--- src/rtl/serial_word_receiver_if.sv ---
`default_nettype none
// ============================================================================
// Module   : serial_word_receiver_if
// Purpose  : Serial input, consumer handshake and status bundle for
//            serial_word_receiver.
// Revision : 1.0  initial release
// ============================================================================
interface serial_word_receiver_if #(
    parameter int WIDTH = 4
);
    logic             ENB;
    logic             START;
    logic             DIR;
    logic             S_IN;
    logic             RDY;
    logic [WIDTH-1:0] Q;
    logic             VALID;
    logic             BUSY;
    logic             OVERRUN;
    logic             PAR_ERR;

    modport master (
        output ENB, START, DIR, S_IN, RDY,
        input  Q, VALID, BUSY, OVERRUN, PAR_ERR
    );

    modport slave (
        input  ENB, START, DIR, S_IN, RDY,
        output Q, VALID, BUSY, OVERRUN, PAR_ERR
    );
endinterface
`default_nettype wire

--- src/rtl/serial_word_receiver.sv ---
`default_nettype none
// ============================================================================
// Module   : serial_word_receiver
// Purpose  : Assembles WIDTH-bit words from an ENB-qualified serial stream
//            (MSB- or LSB-first) and offers them on a valid/ready handshake.
//            Optional macro SERIAL_PARITY_EN adds an even-parity bit per frame.
// Revision : 1.0  initial release
// ============================================================================
module serial_word_receiver #(
    parameter int WIDTH = 4
) (
    input  logic                 CLK,
    input  logic                 RESET_L,
    serial_word_receiver_if.slave bus
);

`ifdef SERIAL_PARITY_EN
    localparam int PAR_BITS = 1;
`else
    localparam int PAR_BITS = 0;
`endif
    localparam int FRAME_LEN = WIDTH + PAR_BITS;
    localparam int CNT_W     = $clog2(WIDTH + 2);

    typedef enum logic [1:0] {
        IDLE  = 2'd0,
        SHIFT = 2'd1,
        HOLD  = 2'd2
    } state_t;

    state_t             state_q, state_d;
    logic [CNT_W-1:0]   cnt_q,   cnt_d;
    logic [WIDTH-1:0]   buf_q,   buf_d;
    logic               dir_q,   dir_d;
    logic [WIDTH-1:0]   q_q,     q_d;
    logic               valid_q, valid_d;
    logic               overrun_q, overrun_d;
    logic [WIDTH-1:0]   buf_shift;
    logic               last_bit;
`ifdef SERIAL_PARITY_EN
    logic               par_err_q, par_err_d;
`endif

    always_comb begin
        state_d   = state_q;
        cnt_d     = cnt_q;
        buf_d     = buf_q;
        dir_d     = dir_q;
        q_d       = q_q;
        valid_d   = valid_q;
        overrun_d = overrun_q;
`ifdef SERIAL_PARITY_EN
        par_err_d = par_err_q;
`endif
        buf_shift = dir_q ? {buf_q[WIDTH-2:0], bus.S_IN}
                          : {bus.S_IN, buf_q[WIDTH-1:1]};
        last_bit  = (cnt_q == CNT_W'(FRAME_LEN - 1));

        case (state_q)
            IDLE: begin
                if (bus.ENB && bus.START) begin
                    dir_d   = bus.DIR;
                    cnt_d   = '0;
                    buf_d   = '0;
                    state_d = SHIFT;
                end
            end
            SHIFT: begin
                if (bus.ENB) begin
                    if (bus.START) begin
                        dir_d = bus.DIR;
                        cnt_d = '0;
                        buf_d = '0;
                    end else begin
                        cnt_d = cnt_q + 1'b1;
`ifdef SERIAL_PARITY_EN
                        // The trailing slot is the parity bit; the buffer already holds all data.
                        if (last_bit) begin
                            q_d       = buf_q;
                            valid_d   = 1'b1;
                            par_err_d = (^buf_q) ^ bus.S_IN;
                            state_d   = HOLD;
                        end else begin
                            buf_d = buf_shift;
                        end
`else
                        buf_d = buf_shift;
                        if (last_bit) begin
                            q_d     = buf_shift;
                            valid_d = 1'b1;
                            state_d = HOLD;
                        end
`endif
                    end
                end
            end
            HOLD: begin
                if (bus.ENB && bus.START) begin
                    overrun_d = 1'b1;
                end
                if (valid_q && bus.RDY) begin
                    valid_d = 1'b0;
                    state_d = IDLE;
                end
            end
            default: begin
                state_d = IDLE;
            end
        endcase
    end

    always_ff @(posedge CLK or negedge RESET_L) begin
        if (!RESET_L) begin
            state_q   <= IDLE;
            cnt_q     <= '0;
            buf_q     <= '0;
            dir_q     <= 1'b0;
            q_q       <= '0;
            valid_q   <= 1'b0;
            overrun_q <= 1'b0;
        end else begin
            state_q   <= state_d;
            cnt_q     <= cnt_d;
            buf_q     <= buf_d;
            dir_q     <= dir_d;
            q_q       <= q_d;
            valid_q   <= valid_d;
            overrun_q <= overrun_d;
        end
    end

`ifdef SERIAL_PARITY_EN
    always_ff @(posedge CLK or negedge RESET_L) begin
        if (!RESET_L) begin
            par_err_q <= 1'b0;
        end else begin
            par_err_q <= par_err_d;
        end
    end
    assign bus.PAR_ERR = par_err_q;
`else
    assign bus.PAR_ERR = 1'b0;
`endif

    assign bus.Q       = q_q;
    assign bus.VALID   = valid_q;
    assign bus.BUSY    = (state_q == SHIFT);
    assign bus.OVERRUN = overrun_q;

endmodule
`default_nettype wire

--- src/flat_wrapper.sv ---
// flat-port wrapper written by rule: the top's interface ports become plain ports
module serial_word_receiver_flat 
#(
    parameter int WIDTH = 4
)
  (CLK, RESET_L, bus_ENB, bus_START, bus_DIR, bus_S_IN, bus_RDY, bus_Q, bus_VALID, bus_BUSY, bus_OVERRUN, bus_PAR_ERR);
  serial_word_receiver_if #(.WIDTH(WIDTH)) bus_i ();
  input  logic CLK;
  input  logic RESET_L;
  input wire logic [$bits(bus_i.ENB)-1:0] bus_ENB;
  input wire logic [$bits(bus_i.START)-1:0] bus_START;
  input wire logic [$bits(bus_i.DIR)-1:0] bus_DIR;
  input wire logic [$bits(bus_i.S_IN)-1:0] bus_S_IN;
  input wire logic [$bits(bus_i.RDY)-1:0] bus_RDY;
  output wire logic [$bits(bus_i.Q)-1:0] bus_Q;
  output wire logic [$bits(bus_i.VALID)-1:0] bus_VALID;
  output wire logic [$bits(bus_i.BUSY)-1:0] bus_BUSY;
  output wire logic [$bits(bus_i.OVERRUN)-1:0] bus_OVERRUN;
  output wire logic [$bits(bus_i.PAR_ERR)-1:0] bus_PAR_ERR;
  assign bus_i.ENB = bus_ENB;
  assign bus_i.START = bus_START;
  assign bus_i.DIR = bus_DIR;
  assign bus_i.S_IN = bus_S_IN;
  assign bus_i.RDY = bus_RDY;
  assign bus_Q = bus_i.Q;
  assign bus_VALID = bus_i.VALID;
  assign bus_BUSY = bus_i.BUSY;
  assign bus_OVERRUN = bus_i.OVERRUN;
  assign bus_PAR_ERR = bus_i.PAR_ERR;
  serial_word_receiver #(.WIDTH(WIDTH)) u_core (.CLK(CLK), .RESET_L(RESET_L), .bus(bus_i));
endmodule
--- config.mk ---
export PLATFORM = sky130hd
export DESIGN_NAME = serial_word_receiver_flat
export DESIGN_NICKNAME = d
export VERILOG_FILES = /design/src/rtl/serial_word_receiver_if.sv /design/src/rtl/serial_word_receiver.sv /design/src/flat_wrapper.sv
export SDC_FILE = /design/constraint.sdc
export NUM_CORES = 1
export LEC_CHECK = 0
export CAP_MARGIN = 30
export CORE_MARGIN = 2
export CORE_UTILIZATION = 50
export CTS_BUF_LIST = sky130_fd_sc_hd__clkbuf_16
export CTS_CLUSTER_SIZE = 24
export DETAILED_ROUTE_END_ITERATION = 8
export PLACE_DENSITY_LB_ADDON = 0.08
export SYNTH_ARGS = -nofsm -noshare
export SYNTH_HDL_FRONTEND = slang
export SYNTH_SLANG_ARGS = --single-unit
--- constraint.sdc ---
create_clock -name CLK -period 1.9 [get_ports CLK]
set_input_delay 0.475 -clock CLK [delete_from_list [all_inputs] [get_ports CLK]]
set_output_delay 0.475 -clock CLK [all_outputs]
set_load 0.01 [all_outputs]
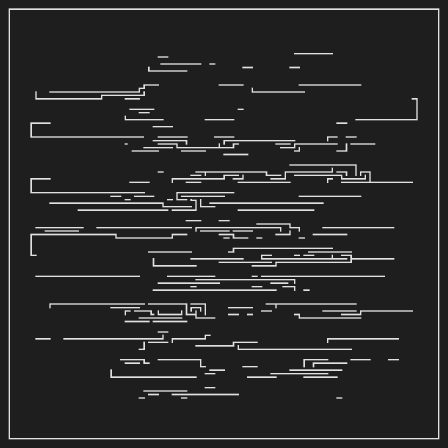
run_1/layer_met1.png
longest straight run: 12.0 um
share of all routed wire: 48%
nets with wire on the layer: 74
wire length on this layer: 651 um
main direction: horizontal
routed vias: 492
met1 usage: 23.01%
Post-Route WL: 1362 um

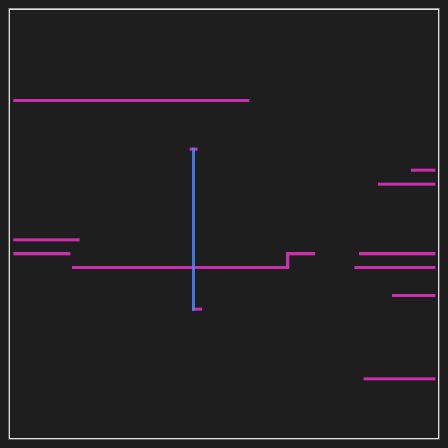
run_1/wires.png
Two of the layers only.
| color | layer | wire length |
|---|---|---|
| blue | metal 4 | 15.6 um |
| magenta | metal 3 | 92.9 um |
drt wl/cell: 15.13 um
Total Routing Usage GR: 18.49%

==> flow_metrics.py, run 1 <==
# Auto-generated metrics
metrics = {
    "die": {
        "die_w_um": 41.84,
        "die_area_um2": 1750,
        "fp_util_pct": 54.32,
        "fp-row-count": 13,
        "n_tap_cell": 15,
        "die_h_um": 41.84,
        "io_pins": 15,
        "core_area_um2": 1318,
    },
    "place": {
        "dp.cells": 87,
        "place_congestion": 0.7719,
        "io_buffers": 13,
        "hpwl_um": 979.2,
        "pre_cts_ws_ns": 0.1133,
        "place_area_um2": 868.3,
    },
    "layout": {
        "nets": 86,
        "final-comb-area_um2": 296.5,
        "multi_input_comb_cells": 39,
        "diodes": 0,
        "nClkBuffers": 3,
        "nFillCells": 90,
        "sh_comb_area_pct": 31.43,
        "area_share_nonclk_buffers_pct": 15.38,
        "fin_util_pct": 71.60,
        "largest_class": "flip-flops and latches",
        "final_common_cell": "dfrtp_1",
        "sh_seq_area_pct": 42.44,
        "drive_gt1_share_pct": 16.00,
        "fin_cells": 90,
        "finalInstanceArea_um2": 943.4,
        "seqCellArea_um2": 400.4,
        "lay_top_cells": "16 x dfrtp_1, 13 x clkdlybuf4s50_1, 10 x a21oi_1",
        "clkCellAreaFrac_pct": 7.958,
        "inverters": 2,
    },
    "power": {
        "switching_power_uw": 373.2,
        "p_total_mw": 1.330,
        "powerComb_uw": 405,
        "p_seq_share_pct": 39.3,
        "vdd_drop_max_v": 0.0008768,
        "p_sw_share_pct": 28.07,
        "maxPowerGroup": "registers",
        "pwr-share-clk_pct": 30.2,
        "p_seq_uw": 522,
        "p_per_area_nw_per_um2": 1409,
        "combPwrFrac_pct": 30.5,
        "p_leak_nw": 0.4196,
        "p_int_uw": 956.3,
    },
    "synth": {
        "ys_top_cells_by_count": "16 x dfrtp_1, 10 x a21oi_1, 5 x o2bb2ai_1, 4 x mux2i_1, 3 x nand2_1",
        "yosysTopAreaCell": "dfrtp_1",
        "edf_count": 0,
        "synth_async_sr_flop_share_pct": 100.0,
        "synthXorXnorAreaFrac_pct": 0,
        "ys.flop_type": "dfrtp_1",
        "ys.flops": 16,
        "logic_family": "AND-OR/OR-AND gates",
        "ys_seq_share_pct": 55.94,
        "syn-num-nets": 68,
        "top_cells_by_area": "dfrtp_1 56%, a21oi_1 7.0%, o2bb2ai_1 6.1%",
        "post_synth.cell_area_avg_um2": 12.13,
        "synth-simple-area-share_pct": 10.84,
        "yosysTopAreaCellShare_pct": 55.94,
        "mux_share_pct": 8.741,
        "synth-area-yosys_um2": 715.7,
        "top_cell": "dfrtp_1",
        "ys_warn_count": 0,
        "syn-instance-count": 59,
        "synth-compound-area-share_pct": 17.83,
        "ys_types": 22,
        "yosysCellCount": 59,
        "adder_share_pct": 3.497,
        "synth_area_um2": 715.7,
    },
    "route": {
        "drc_errors": 0,
        "firstDrtPassIters": 3,
        "wl_met3_um": 92,
        "routed.top_layer": "met4",
        "drt-initial-drc-count": 3,
        "met2_length_um": 603,
        "wl_met1_um": 650,
        "ant_nets": 0,
        "via_per_inst": 5.467,
    },
    "clocking": {
        "root_buffer": "clkbuf_16",
        "cts_buffer_depth": 2,
        "hold_buffers": 0,
        "post_cts_buffers": 0,
        "clk_pin_slew_worst_paths_ns": 0.05,
        "htreeDepth": 1,
        "cts_tree": "done",
        "clock_sinks": 16,
        "cts_resized": 0,
    },
    "global_route": {
        "antenna_found_initial": 0,
        "busiest_layer": "met2",
        "grt_pass1_wl_um": 2352,
        "grtUsageMet2_pct": 27.50,
        "grt_pass1_vias": 501,
        "use_met3_pct": 10.00,
        "gr-total-overflow": 0,
        "grt_max_degree": 17,
    },
    "critical_path": {
        "r2r_cells": 4,
        "critPathTopFamily": "buffers and inverters",
        "critPathArrivalTime_ns": 1.38,
        "crit_required_ns": 1.42,
        "crit_start": "u_core.state_q[0]$_DFFE_PN0P_",
        "worst_setup_path_start_kind": "register",
        "r2r_slack_ns": 0.55,
        "critPathKind": "reg2out",
        "critical-path-slowest-cell": "clkdlybuf4s50_1",
        "r2r-end": "u_core.state_q[1]$_DFFE_PN0P_",
        "cp_cell_sequence": "and2b_2 > clkdlybuf4s50_1",
        "slowest_delay_ns": 0.53,
        "cp.depth": 2,
        "critPathBufInv": 1,
        "crit_end": "bus_BUSY",
        "end_kind": "output port",
        "reg2reg_from": "u_core.cnt_q[0]$_DFFE_PN0P_",
        "cp_max_fo": 6,
    },
    "final_timing": {
        "slew_headroom_pct": 61.96,
        "fmax_mhz": 538.7,
        "fin_setup_tns_ns": 0,
        "grt_setup_unrepaired": "false",
        "min_period_ns": 1.856,
        "period_used_pct": 97.70,
        "slew_violations": 0,
        "whs_ns": 0.4848,
        "hold_viol_final": 0,
        "worst_slack_ns": 0.04379,
        "tightest_slew_ns": 0.5680,
        "finalSetupViolations": 0,
    },
    "worst_hold_path": {
        "min_from": "u_core.buf_q[3]$_DFFE_PN0P_",
        "min_path_cells": 1,
        "hold_path_class": "reg2reg",
        "worst_hold_path.endpoint": "u_core.buf_q[3]$_DFFE_PN0P_",
    },
    "outcome": {
        "outcome": "completed",
    },
    "flow_run": {
        "cap_viol_max_count": 0,
        "warnings": 26,
    },
}
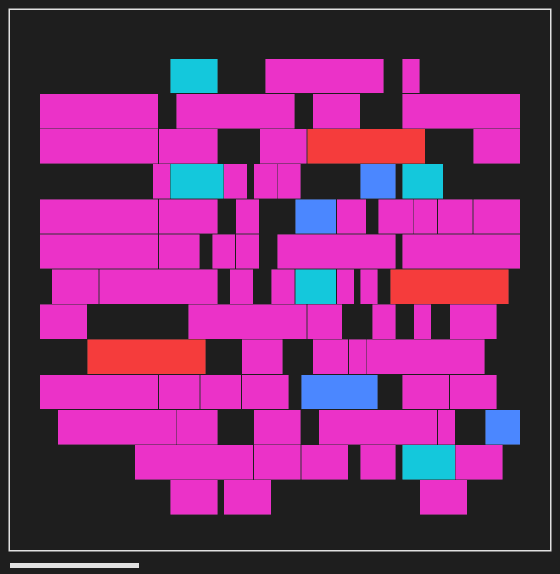
run_1/sizes.png
The bar under the picture is 10 um long.
| color | size | cells | share |
|---|---|---|---|
| red | _6 and larger | 3 | 4.0% |
| magenta | _0 and _1 cells | 63 | 84% |
| blue | _3 and _4 cells | 4 | 5.3% |
| cyan | _2 cells | 5 | 6.7% |
Repair and plain buffers: 15
area grow syn2layout: 31.82%

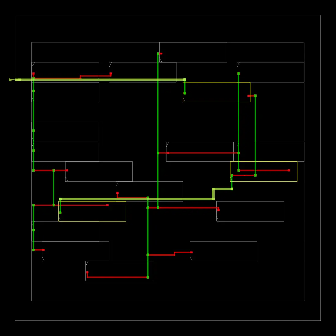
run_1/clocks.png
seq_cells: 16
Latency at later pin: 0.25 ns
Num CTS Buffers: 3
clock group total power: 402 uW
Worst Skew: 0.006401 ns

## Run 2: what changed since run 1
==> constraint.sdc (replaced) <==
create_clock -name CLK -period 1.9 [get_ports CLK]
set_input_delay 0.38 -clock CLK [delete_from_list [all_inputs] [get_ports CLK]]
set_output_delay 0.38 -clock CLK [all_outputs]
set_load 0.01 [all_outputs]
==> run 2 against run 1 <==
Synthesized cell count did not move. Core utilization fell by 0.28 points. Sequential cell count did not move. Count of clock-buffer cells in the layout did not move. Wire length fell by 2.4%. Total power barely moved. Worst hold slack got worse by 0.031 ns. Maximum frequency rose by 0.77%. Largest power group unchanged.
==> flow_metrics.py, run 2 <==
# Auto-generated metrics
metrics = {
    "layout": {
        "sh_seq_area_pct": 42.61,
        "seqCellArea_um2": 400.4,
        "multi_input_comb_cells": 39,
        "nClkBuffers": 3,
        "n_all_buffers": 14,
        "largest_class": "flip-flops and latches",
        "flops": 16,
        "inverters": 2,
        "drive_gt1_share_pct": 14.67,
        "diodes": 0,
        "area_share_nonclk_buffers_pct": 14.65,
        "final-comb-area_um2": 296.5,
    },
    "clocking": {
        "hold_buffers": 0,
        "htreeDepth": 1,
        "cts_resized": 0,
        "clk_pin_slew_worst_paths_ns": 0.05,
        "cts_buffer_depth": 2,
    },
    "critical_path": {
        "cp_max_fo": 7,
        "critPathTopFamily": "buffers and inverters",
        "worst_setup_path_start_kind": "register",
        "critical-path-slowest-cell": "clkdlybuf4s50_1",
        "cp_cell_sequence": "and2b_2 > clkdlybuf4s50_1",
        "end_kind": "output port",
        "critPathBufInv": 1,
        "crit_required_ns": 1.52,
        "r2r-end": "u_core.state_q[1]$_DFFE_PN0P_",
        "crit_start": "u_core.state_q[1]$_DFFE_PN0P_",
        "r2r_cells": 4,
        "crit_end": "bus_BUSY",
    },
    "die": {
        "io_pins": 15,
        "n_tap_cell": 15,
        "core_area_um2": 1318,
        "die_area_um2": 1750,
    },
    "synth": {
        "synth-compound-area-share_pct": 17.83,
        "post_synth.cell_area_avg_um2": 12.13,
        "mux_share_pct": 8.741,
        "synth-area-yosys_um2": 715.7,
        "ys.flop_type": "dfrtp_1",
        "ys_seq_share_pct": 55.94,
        "syn-instance-count": 59,
        "adder_share_pct": 3.497,
        "top_cell": "dfrtp_1",
    },
    "route": {
        "wl_met3_um": 86,
        "met2_length_um": 604,
        "routed.top_layer": "met4",
        "ant_nets": 0,
        "via_per_inst": 5.578,
    },
    "global_route": {
        "grt_pass1_vias": 536,
        "use_met3_pct": 9.130,
        "antenna_found_initial": 0,
        "gr-total-overflow": 0,
        "grtUsageMet2_pct": 29.06,
    },
    "power": {
        "switching_power_uw": 371.5,
        "vdd_drop_max_v": 0.001077,
        "p_seq_uw": 523,
        "p_sw_share_pct": 27.96,
        "p_seq_share_pct": 39.4,
        "p_per_area_nw_per_um2": 1414,
        "combPwrFrac_pct": 30.2,
        "p_total_mw": 1.329,
        "powerComb_uw": 401,
    },
    "flow_run": {
        "warnings": 26,
    },
    "place": {
        "hpwl_um": 948,
        "pre_cts_ws_ns": 0.2125,
        "place_congestion": 0.7772,
        "place_area_um2": 860.8,
    },
    "final_timing": {
        "fin_setup_tns_ns": 0,
        "min_period_ns": 1.842,
        "whs_ns": 0.4541,
        "finalSetupViolations": 0,
        "hold_viol_final": 0,
    },
    "worst_hold_path": {
        "hold_path_class": "in2async",
    },
    "outcome": {
        "outcome": "completed",
    },
}
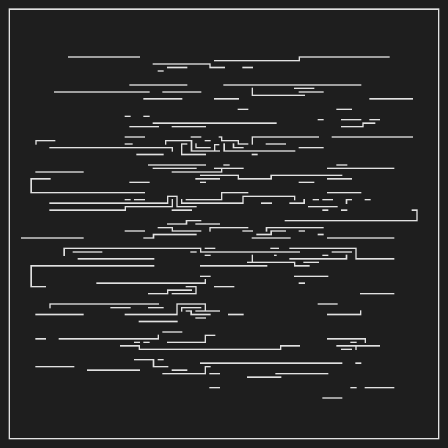
run_2/layer_met1.png
share of all routed wire: 48%
main direction: horizontal
wire length on this layer: 632 um
longest straight run: 13.8 um
Post-Route WL: 1329 um
met1 usage: 22.79%

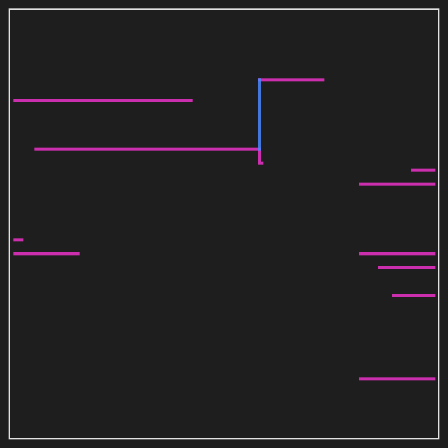
run_2/wires.png
Two of the layers only.
| color | layer | wire length |
|---|---|---|
| magenta | metal 3 | 86.7 um |
| blue | metal 4 | 6.80 um |
Total Routing Usage GR: 18.69%
routed vias: 502
drt wl/cell: 14.77 um

## Run 3: what changed since run 2
- CORE_UTILIZATION: 50 -> 48
- clock period: 1.9 -> 1.8 ns (I/O delays scaled with it)
==> run 3 against run 2 <==
Clock power grew 2%. Wire length grew 1.5%. Via count grew 1.4%. Critical endpoint unchanged. Largest power group unchanged. Highest routed layer is now met3.
==> flow_metrics.py, run 3 <==
# Auto-generated metrics
metrics = {
    "synth": {
        "top_cell": "dfrtp_1",
        "top_cells_by_area": "dfrtp_1 56%, a21oi_1 7.0%, o2bb2ai_1 6.1%",
        "mux_share_pct": 8.741,
        "yosysCellCount": 59,
        "synth_area_um2": 715.7,
        "yosysTopAreaCell": "dfrtp_1",
        "edf_count": 0,
        "ys.flop_type": "dfrtp_1",
        "synth-simple-area-share_pct": 10.84,
        "ys_top_cells_by_count": "16 x dfrtp_1, 10 x a21oi_1, 5 x o2bb2ai_1, 4 x mux2i_1, 3 x nand2_1",
        "logic_family": "AND-OR/OR-AND gates",
        "syn-num-nets": 68,
        "adder_share_pct": 3.497,
        "synth-area-yosys_um2": 715.7,
        "synth-compound-area-share_pct": 17.83,
        "post_synth.cell_area_avg_um2": 12.13,
        "ys_warn_count": 0,
        "yosysTopAreaCellShare_pct": 55.94,
        "syn-instance-count": 59,
    },
    "power": {
        "p_seq_share_pct": 39.8,
        "p_leak_nw": 0.4196,
        "pwr-share-clk_pct": 29.7,
        "maxPowerGroup": "registers",
        "p_total_mw": 1.388,
        "p_per_area_nw_per_um2": 1471,
        "p_seq_uw": 553,
        "combPwrFrac_pct": 30.5,
        "p_int_mw": 1.009,
        "switching_power_uw": 379.4,
    },
    "critical_path": {
        "crit_end": "bus_BUSY",
        "crit_required_ns": 1.44,
        "r2r_cells": 4,
        "critPathKind": "reg2out",
        "r2r-end": "u_core.state_q[1]$_DFFE_PN0P_",
        "slowest_delay_ns": 0.53,
        "critPathTopFamily": "buffers and inverters",
        "crit_start": "u_core.state_q[0]$_DFFE_PN0P_",
        "cp_max_fo": 6,
        "critPathBufInv": 1,
        "reg2reg_from": "u_core.cnt_q[0]$_DFFE_PN0P_",
        "critPathArrivalTime_ns": 1.37,
    },
    "layout": {
        "inverters": 2,
        "n_all_buffers": 15,
        "flops": 16,
        "clkCellAreaFrac_pct": 7.958,
        "nClkBuffers": 3,
        "final_common_cell": "dfrtp_1",
        "area_growth_pct": 31.82,
        "area_share_nonclk_buffers_pct": 15.38,
        "sh_seq_area_pct": 42.44,
        "nets": 86,
        "final-comb-area_um2": 296.5,
        "fin_cells": 90,
        "nFillCells": 94,
    },
    "die": {
        "fp_util_pct": 53.01,
        "n_tap_cell": 15,
        "fp-row-count": 13,
        "core_area_um2": 1350,
    },
    "final_timing": {
        "tightest_slew_ns": 0.6081,
        "period_used_pct": 95.92,
        "min_period_ns": 1.727,
        "slew_headroom_pct": 59.28,
        "finalSetupViolations": 0,
        "fmax_mhz": 579.2,
        "fin_setup_tns_ns": 0,
        "grt_setup_unrepaired": "false",
        "worst_clock_skew_ns": 0.002324,
        "hold_viol_final": 0,
        "slew_violations": 0,
    },
    "global_route": {
        "antenna_found_initial": 0,
        "grt_pass1_vias": 459,
        "grt_max_degree": 17,
        "grtUsageTotal_pct": 16.73,
        "busiest_layer": "met2",
        "gr-total-overflow": 0,
    },
    "place": {
        "pre_cts_ws_ns": 0.1365,
        "dp.cells": 86,
        "place_area_um2": 860.8,
        "hpwl_um": 997.8,
    },
    "route": {
        "met2_length_um": 662,
        "wl_per_cell_um": 14.99,
        "drt-initial-drc-count": 4,
        "routed.top_layer": "met3",
        "firstDrtPassIters": 2,
        "wl_met1_um": 615,
        "via_per_inst": 5.656,
        "wl_met3_um": 71,
    },
    "clocking": {
        "cts_buffers": 3,
        "root_buffer": "clkbuf_16",
        "clk_pin_slew_worst_paths_ns": 0.05,
        "post_cts_buffers": 1,
        "cts_buffer_depth": 2,
    },
    "flow_run": {
        "cap_viol_max_count": 0,
        "warnings": 26,
    },
    "outcome": {
        "outcome": "completed",
    },
}
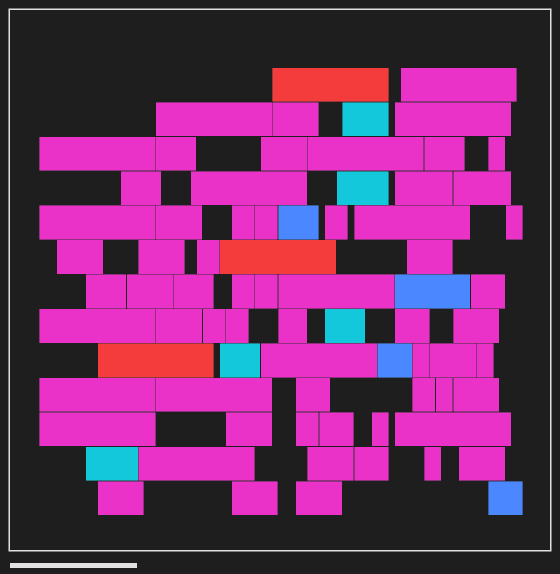
run_3/sizes.png
The bar under the picture is 10 um long.
| color | size | cells | share |
|---|---|---|---|
| red | _6 and larger | 3 | 4.0% |
| cyan | _2 cells | 5 | 6.7% |
| magenta | _0 and _1 cells | 63 | 84% |
| blue | _3 and _4 cells | 4 | 5.3% |
final setup margin: 0.07349 ns
Finished Cell Area: 943.4 um2

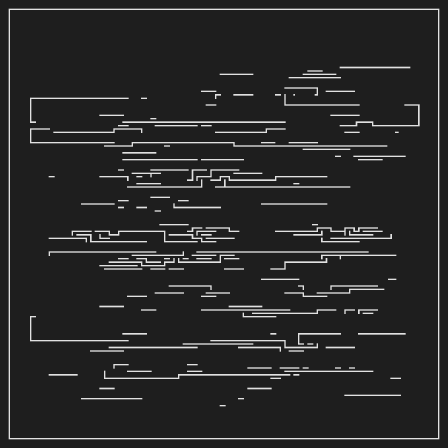
run_3/layer_met1.png
longest straight run: 17.0 um
wire length on this layer: 615 um
nets with wire on the layer: 72
main direction: horizontal
met1 usage: 22.28%
routed vias: 509
Post-Route WL: 1349 um

Power and IR drop assume default switching activity.
